==> images/power_grid.png <==
Scale bar: 50 um. Pins as bars on the die edge.
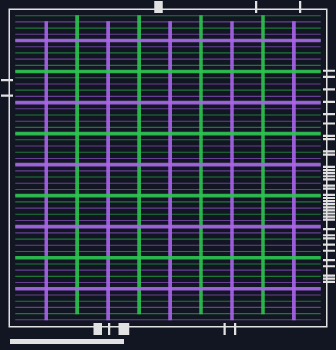
==> images/placement_by_type.png <==
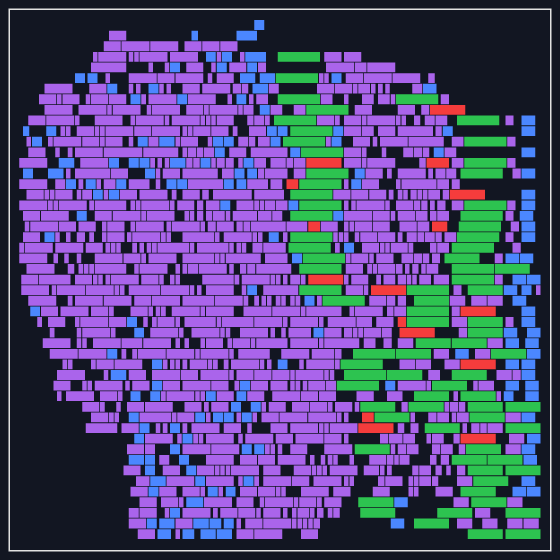
==> images/clk_routes.png <==
Scale bar: 50 um.
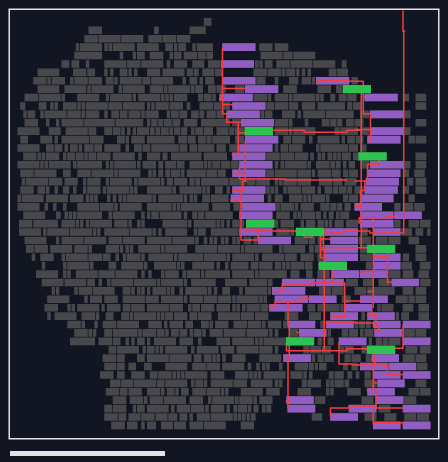
### config.mk
export PLATFORM = sky130hd
export DESIGN_NAME = poly_reduce_seq_flat
export DESIGN_NICKNAME = d
export VERILOG_FILES = /design/src/rtl/poly_reduce_seq_pkg.sv /design/src/rtl/poly_reduce_seq_if.sv /design/src/rtl/barrett_reduce.sv /design/src/rtl/poly_reduce_seq_lat_pipe.sv /design/src/rtl/poly_reduce_seq.sv /design/src/flat_wrapper.sv
export SDC_FILE = /design/constraint.sdc
export NUM_CORES = 1
export LEC_CHECK = 0
export CORE_MARGIN = 2
export CORE_UTILIZATION = 57
export CTS_CLUSTER_DIAMETER = 150
export DETAILED_ROUTE_END_ITERATION = 6
export PLACE_DENSITY = 0.8
export SLEW_MARGIN = 25
export SYNTH_ARGS = -nofsm -noshare
export SYNTH_HDL_FRONTEND = slang
export SYNTH_SLANG_ARGS = --single-unit
export TNS_END_PERCENT = 50
### constraint.sdc
create_clock -name clk -period 3.4 [get_ports clk]
set_input_delay 0.51 -clock clk [delete_from_list [all_inputs] [get_ports clk]]
set_output_delay 0.51 -clock clk [all_outputs]
set_load 0.02 [all_outputs]
### src/rtl/poly_reduce_seq_pkg.sv
// Shared Kyber constants, coefficient type and sequencer state encoding.
package poly_reduce_seq_pkg;

    localparam int KYBER_Q   = 3329;
    localparam int KYBER_N   = 256;
    localparam int COEFF_W   = 16;

    typedef logic signed [COEFF_W-1:0] coeff_t;

    typedef enum logic [1:0] {
        ST_IDLE  = 2'd0,
        ST_RUN   = 2'd1,
        ST_DRAIN = 2'd2,
        ST_DONE  = 2'd3
    } seq_state_t;

endpackage

### src/rtl/poly_reduce_seq_if.sv
// Control handshake plus coefficient RAM read/write bus of the sequencer.
interface poly_reduce_seq_if #(
    parameter int AW = 8
);
    logic                         start;
    logic                         hold;
    logic                         busy;
    logic                         done;
    logic                         rd_en;
    logic [AW-1:0]                rd_addr;
    poly_reduce_seq_pkg::coeff_t  rd_data;
    logic                         wr_en;
    logic [AW-1:0]                wr_addr;
    poly_reduce_seq_pkg::coeff_t  wr_data;

    // Sequencer side.
    modport master (
        input  start, hold, rd_data,
        output busy, done, rd_en, rd_addr, wr_en, wr_addr, wr_data
    );

    // Controller / RAM side.
    modport slave (
        output start, hold, rd_data,
        input  busy, done, rd_en, rd_addr, wr_en, wr_addr, wr_data
    );
endinterface

### src/rtl/barrett_reduce.sv
// Two-stage Barrett reducer: t = a - q*round(a*v / 2^26), centred mod q.
// set acts as a clock enable for both stages.
module barrett_reduce
    import poly_reduce_seq_pkg::*;
(
    input  logic   clk,
    input  logic   set,
    input  coeff_t a,
    output coeff_t t
);
    localparam logic [31:0] BARRETT_V = 32'd20159;
    localparam logic [31:0] ROUND_C   = 32'd33554432;

    coeff_t             a_q;
    logic signed [31:0] prod_q;
    logic signed [31:0] a_ext;
    logic signed [31:0] diff;

    // Low 32 bits of the two's-complement product are sign-agnostic.
    assign a_ext = {{16{a_q[15]}}, a_q};
    assign diff  = a_ext - (prod_q >>> 26) * 32'(KYBER_Q);

    // Stage 1 registers the scaled product, stage 2 the corrected remainder.
    always_ff @(posedge clk) begin
        if (set) begin
            a_q    <= a;
            prod_q <= {{16{a[15]}}, a} * BARRETT_V + ROUND_C;
            t      <= diff[15:0];
        end
    end
endmodule

### src/rtl/poly_reduce_seq_lat_pipe.sv
// Valid + address shift register that mirrors the read-to-write latency.
module poly_reduce_seq_lat_pipe #(
    parameter int unsigned DEPTH = 3,
    parameter int unsigned AW    = 8
) (
    input  logic          clk,
    input  logic          rst,
    input  logic          freeze,
    input  logic          in_vld,
    input  logic [AW-1:0] in_addr,
    output logic          out_vld,
    output logic [AW-1:0] out_addr,
    output logic          upstream_vld
);
    logic [DEPTH-1:0] vld;
    logic [AW-1:0]    addr [DEPTH];

    // Shift one stage per unfrozen cycle; freeze holds every stage.
    always_ff @(posedge clk or posedge rst) begin
        if (rst) begin
            vld <= '0;
            for (int unsigned i = 0; i < DEPTH; i++) begin
                addr[i] <= '0;
            end
        end else if (!freeze) begin
            vld     <= {vld[DEPTH-2:0], in_vld};
            addr[0] <= in_addr;
            for (int unsigned i = 1; i < DEPTH; i++) begin
                addr[i] <= addr[i-1];
            end
        end
    end

    assign out_vld      = vld[DEPTH-1];
    assign out_addr     = addr[DEPTH-1];
    // Anything still in flight behind the tail stage.
    assign upstream_vld = |vld[DEPTH-2:0];
endmodule

### src/rtl/poly_reduce_seq.sv
// Sweeps one polynomial through barrett_reduce and writes results in place.
module poly_reduce_seq
    import poly_reduce_seq_pkg::*;
#(
    parameter int N       = KYBER_N,
    parameter int AW      = 8,
    parameter int RED_LAT = 2
) (
    input  logic               clk,
    input  logic               rst,
    poly_reduce_seq_if.master  bus
);
    localparam int unsigned DEPTH = 32'(1 + RED_LAT);
    localparam logic [AW-1:0] LAST_ADDR = AW'(N - 1);

    seq_state_t    state;
    logic [AW-1:0] rd_cnt;
    logic          busy_q;
    logic          done_q;
    logic          rd_fire;
    logic          freeze;
    logic          red_set;
    logic          tail_vld;
    logic [AW-1:0] tail_addr;
    logic          upstream_vld;
    coeff_t        red_t;

    assign rd_fire = (state == ST_RUN) && !bus.hold;
    assign freeze  = busy_q && bus.hold;
    assign red_set = busy_q && !bus.hold;

    // Sweep control: start, address issue, drain and one-cycle done pulse.
    always_ff @(posedge clk or posedge rst) begin
        if (rst) begin
            state  <= ST_IDLE;
            rd_cnt <= '0;
            busy_q <= 1'b0;
            done_q <= 1'b0;
        end else begin
            done_q <= 1'b0;
            case (state)
                ST_IDLE: begin
                    if (bus.start) begin
                        state  <= ST_RUN;
                        rd_cnt <= '0;
                        busy_q <= 1'b1;
                    end
                end
                ST_RUN: begin
                    if (!bus.hold) begin
                        rd_cnt <= rd_cnt + AW'(1);
                        if (rd_cnt == LAST_ADDR) begin
                            state <= ST_DRAIN;
                        end
                    end
                end
                ST_DRAIN: begin
                    // Leave once only the tail remains; its write happens this cycle.
                    if (!bus.hold && !upstream_vld) begin
                        state  <= ST_DONE;
                        busy_q <= 1'b0;
                        done_q <= 1'b1;
                    end
                end
                default: begin
                    state <= ST_IDLE;
                end
            endcase
        end
    end

    poly_reduce_seq_lat_pipe #(
        .DEPTH (DEPTH),
        .AW    (32'(AW))
    ) u_lat_pipe (
        .clk          (clk),
        .rst          (rst),
        .freeze       (freeze),
        .in_vld       (rd_fire),
        .in_addr      (rd_cnt),
        .out_vld      (tail_vld),
        .out_addr     (tail_addr),
        .upstream_vld (upstream_vld)
    );

    barrett_reduce u_barrett (
        .clk (clk),
        .set (red_set),
        .a   (bus.rd_data),
        .t   (red_t)
    );

    assign bus.busy    = busy_q;
    assign bus.done    = done_q;
    assign bus.rd_en   = rd_fire;
    assign bus.rd_addr = rd_cnt;
    assign bus.wr_en   = tail_vld && !bus.hold;
    assign bus.wr_addr = tail_addr;
    assign bus.wr_data = tail_vld ? red_t : '0;
endmodule

### src/flat_wrapper.sv
// flat-port wrapper written by rule: the top's interface ports become plain ports
module poly_reduce_seq_flat import poly_reduce_seq_pkg::*;
#(
    parameter int N       = KYBER_N,
    parameter int AW      = 8,
    parameter int RED_LAT = 2
)
  (clk, rst, bus_start, bus_hold, bus_rd_data, bus_busy, bus_done, bus_rd_en, bus_rd_addr, bus_wr_en, bus_wr_addr, bus_wr_data);
  poly_reduce_seq_if #(.AW(AW)) bus_i ();
  input  logic clk;
  input  logic rst;
  input wire logic [$bits(bus_i.start)-1:0] bus_start;
  input wire logic [$bits(bus_i.hold)-1:0] bus_hold;
  input wire logic [$bits(bus_i.rd_data)-1:0] bus_rd_data;
  output wire logic [$bits(bus_i.busy)-1:0] bus_busy;
  output wire logic [$bits(bus_i.done)-1:0] bus_done;
  output wire logic [$bits(bus_i.rd_en)-1:0] bus_rd_en;
  output wire logic [$bits(bus_i.rd_addr)-1:0] bus_rd_addr;
  output wire logic [$bits(bus_i.wr_en)-1:0] bus_wr_en;
  output wire logic [$bits(bus_i.wr_addr)-1:0] bus_wr_addr;
  output wire logic [$bits(bus_i.wr_data)-1:0] bus_wr_data;
  assign bus_i.start = bus_start;
  assign bus_i.hold = bus_hold;
  assign bus_i.rd_data = bus_rd_data;
  assign bus_busy = bus_i.busy;
  assign bus_done = bus_i.done;
  assign bus_rd_en = bus_i.rd_en;
  assign bus_rd_addr = bus_i.rd_addr;
  assign bus_wr_en = bus_i.wr_en;
  assign bus_wr_addr = bus_i.wr_addr;
  assign bus_wr_data = bus_i.wr_data;
  poly_reduce_seq #(.N(N), .AW(AW), .RED_LAT(RED_LAT)) u_core (.clk(clk), .rst(rst), .bus(bus_i));
endmodule
==> run notes <==
The run has ended; figures from its reports follow.

The headroom to the max-slew limit came out at 0.657. The most numerous cell in the Yosys netlist is inv_1. Per the synth log, the flip-flop and latch total comes to 77. The number of nets in the synthesized netlist is 1333.

The post-route DRC violation count came out at 0. The report lists the cells along the critical path as buf_8 -> clkinvlp_4 -> fa_1 -> inv_1 -> fa_1 -> inv_2 -> fa_2 -> inv_2 -> fa_2 -> fa_1 -> inv_2 -> fa_2 -> inv_2 -> ha_4 -> a211oi_2 -> o21ai_2 -> a22oi_2 -> o21ai_2 -> a221oi_4 -> o21bai_1 -> xnor2_1. The pre-CTS worst setup slack is -2.89 ns. The initial core utilization came out at 0.578. The cell family with the largest share of critical-path delay is adder cells. The checks that failed: negative setup slack. The cell sitting at the root of the clock tree is a clkbuf_16.

A synthesized cell averages 10.5 um^2. The endpoint required time on the critical path came out at 3.49 ns. TritonCTS built the clock tree. The final setup violation count is 7. The total of max-cap violations came out at 0. The setup slack of the critical path after layout is -1.86 ns. The number of iterations in the first detailed-routing pass is 4.

The maximum root-to-sink buffer count is 2. Setup repair after global routing could not meet its margin everywhere. The placement stage leaves a total instance area of 11900 um^2. The depth of the worst register-to-register path came out at 13. The average routed wire per standard cell is roughly 16 um. The largest net degree at the start of global routing came out at 40. For reference, the top cells by count after synthesis are inv_1 (318), ha_1 (183), fa_1 (149), dfrtp_1 (39), edfxtp_1 (38). Global route summary, busiest routing layer listed as met2.

The initial antenna violation count came out at 0. The setup path with the least slack is of type input pin to flop. Final hold analysis gives a worst-case slack of 0.504 ns. The fraction of layout instances using a drive strength above 1 came out at 0.223. The data arrival time of the worst path is 5.36 ns. The clock skew after layout is slightly above 0.009 ns. Excluding fillers, the count of instances in the completed layout stands at 1375. The number of warnings issued by yosys came out at 0. In the final report, the number of pins over their slew limit comes to 0. The first-iteration detailed-routing DRC count came out at 234. Setup total negative slack on the finished layout was measured at -10.91 ns. The post-synthesis cell count from yosys is around 980. The slowest cell on the critical path is fa_1. The multi-input combinational cell area came out at 7330 um^2. According to the hold report, the worst path is of the flop to flop type. The post-synthesis cell count is 981. The total congestion overflow is 0. The stat command in Yosys gives a chip area of roughly 10000 um^2. The number of nets with antenna violations after routing is 0. The average via count per standard cell came out at 5.08. The area share of the leading cell type in the synthesized netlist came out at 0.289.

Across every metal layer, demand over resource in global routing totals 0.237. The number of levels in the clock H-tree is 3. The instance count after placement with tap cells included is 1347.

Per the synthesis report, the dominant area consumer among library cells is fa_1. The total clock buffers created by CTS came out at 9. Among all stages on the critical path, the maximum delay recorded is 0.56 ns. The placed wire-length estimate came out at 17400 um.

The number of stages on the worst hold path is 1. The count of buffering cells on the critical path with inverters included is 7. At the end of routability-driven placement, the weighted congestion stood at 0.951. The met1 usage in global routing is 0.288.

The post-layout period usage of the worst path came out at 1.55. The met2 track demand over resource came out at 0.424. The routed layout has 6979 vias. The sequential-to-total area share from yosys stat came out at 0.205. The number of global-route vias before repair came to roughly 7.7k.

Compared with the post-synthesis result, the final layout area differs by 22.7%. Looking at the critical path, the highest net fanout was 4. The area occupied by registers is 2120 um^2. The most frequently used flop master after synthesis is dfrtp_1. Routing resource usage on met3 recorded by global route was 0.0388. For this design, the sink count on the clock tree is 77. The critical path endpoint category is a flop. The final antenna diode count came out at 0.

The net count of the finished layout came out at 1493. The number of flops mapped to enable cells by yosys came out at 38. The final number of hold-violating endpoints is 0. The flow ran to the end, but the final reports show violations. The cell area that synthesis handed to floorplanning was between 10000 and 15000 um^2. The number of buffers inserted by port buffering is 55. The worst setup path is launched from an input pin. The detailed-route wire length is around 21000 um. The total stage count of the critical path came out at 21. For the finished layout, the period the worst path requires is 5.26 ns.

The slew at the pin with the worst max-slew slack is just over 0.5 ns. The share of async-settable or async-resettable flops after synthesis is 0.506. Buffers inserted to repair hold after CTS numbered 0.

About power_grid.png:
legend:
  VSS:
    colour: purple
  VDD:
    colour: green
met1 rails: 50
met4 straps: 9
rows: 49
met5 straps: 9
signal pins: 56
floorplan die height: 138 um
area of the placeable core: 17800 um^2
Die Span X: 138 um

About placement_by_type.png:
legend:
  sequential cells:
    colour: green
    cells: 77
  clock drivers and dummy loads:
    colour: red
    cells: 16
  combinational and other logic:
    colour: purple
    cells: 891
  remaining buffers and delay cells:
    colour: blue
    cells: 162
number of rows created at floorplan: 49
Seq/total area: 0.167
utilization after layout: 0.709
final instance area: 12600 um^2

About clk_routes.png:
legend:
  clock wires:
    colour: red
    length: 906 um
  flip-flops:
    colour: purple
    count: 77
  clock drivers:
    colour: green
    count: 9
routed clock nets: 10
clock insertion delay at the later pin of the skew report: 0.34 ns

-- flip-flops by register name, indices dropped and copies added (netlist names) --
register and flops:
u_core.u_lat_pipe.vld 3, u_core.u_lat_pipe.out_addr 8, u_core.bus.rd_addr 8, u_core.u_lat_pipe.addr 16
u_core.bus.done 1, u_core.bus.busy 1, u_core.u_barrett.prod_q 6, u_core.u_barrett.t 16
u_core.u_barrett.a_q 16, u_core.state 2
-- what timing repair did --
action | in CTS | in global routing
resized | 102 | 27
pin swaps | 50 | 7
buffers inserted | 10 | 2
gates cloned | 0 | 0
setup endpoints to repair | 9 | 9
-- metal layers --
metal	vias to the layer above	part of all wire
li1	3339	-
met1	3420	0.40
met2	160	0.51
met3	60	0.044
met4	0	0.041
met5	-	0
-- layout by cell type, fill, tap and decap left out, types with 5 or more instances in the layout --
| cell type | n |
|---|---|
| and2_1 | 17 |
| a21o_1 | 10 |
| clkbuf_16 | 10 |
| o21ai_1 | 9 |
| xor2_1 | 10 |
| buf_6 | 10 |
| inv_1 | 292 |
| clkinvlp_4 | 6 |
| nand3_1 | 7 |
| ha_1 | 166 |
| nor2_1 | 15 |
| nand2b_1 | 5 |
| fa_1 | 133 |
| inv_2 | 19 |
| a21oi_1 | 15 |
| xnor2_1 | 18 |
| fa_2 | 16 |
| ha_4 | 14 |
| buf_4 | 101 |
| a21oi_2 | 5 |
| dfrtp_1 | 39 |
| nand2_1 | 19 |
| o21ai_0 | 11 |
| nor2b_1 | 8 |
| clkdlybuf4s50_1 | 40 |
| nor3_1 | 7 |
| edfxtp_1 | 38 |
| mux2_2 | 28 |
-- kinds of logic (layout without fill, tap and decap cells) --
kind of cell | after synthesis | count (layout) | synth area share
simple gates | 100 | 100 | 0.0506
mux | 29 | 29 | 0.0316
xor+xnor | 30 | 30 | 0.0255
buf+inv | 331 | 496 | 0.123
fa+ha+maj | 332 | 332 | 0.511
compound gates | 82 | 82 | 0.0522
flops | 77 | 77 | 0.205
-- worst paths after layout --
check,startpoint,to,slack (ns)
hold / removal,u_core.u_lat_pipe.addr[18],u_core.u_lat_pipe.addr[10],0.50
min in group asynchronous,rst,u_core.u_lat_pipe.out_addr[6],0.58
hold reg to reg,u_core.u_lat_pipe.addr[18],u_core.u_lat_pipe.addr[10],0.50
setup reg to reg,u_core.u_barrett.prod_q[27],u_core.u_barrett.t[14],-0.07
setup / recovery,bus_rd_data[14],u_core.u_barrett.prod_q[30],-1.86
max in group asynchronous,rst,u_core.state[0],2.47
-- area by class of cell --
cell class	count	area share
Clock buffer	10	0.0198
Clock inverter	6	0.00475
Inverter	318	0.0964
Multi-Input combinational cell	573	0.579
Sequential cell	77	0.167
Tap cell	229	0.0227
Timing Repair Buffer	162	0.110
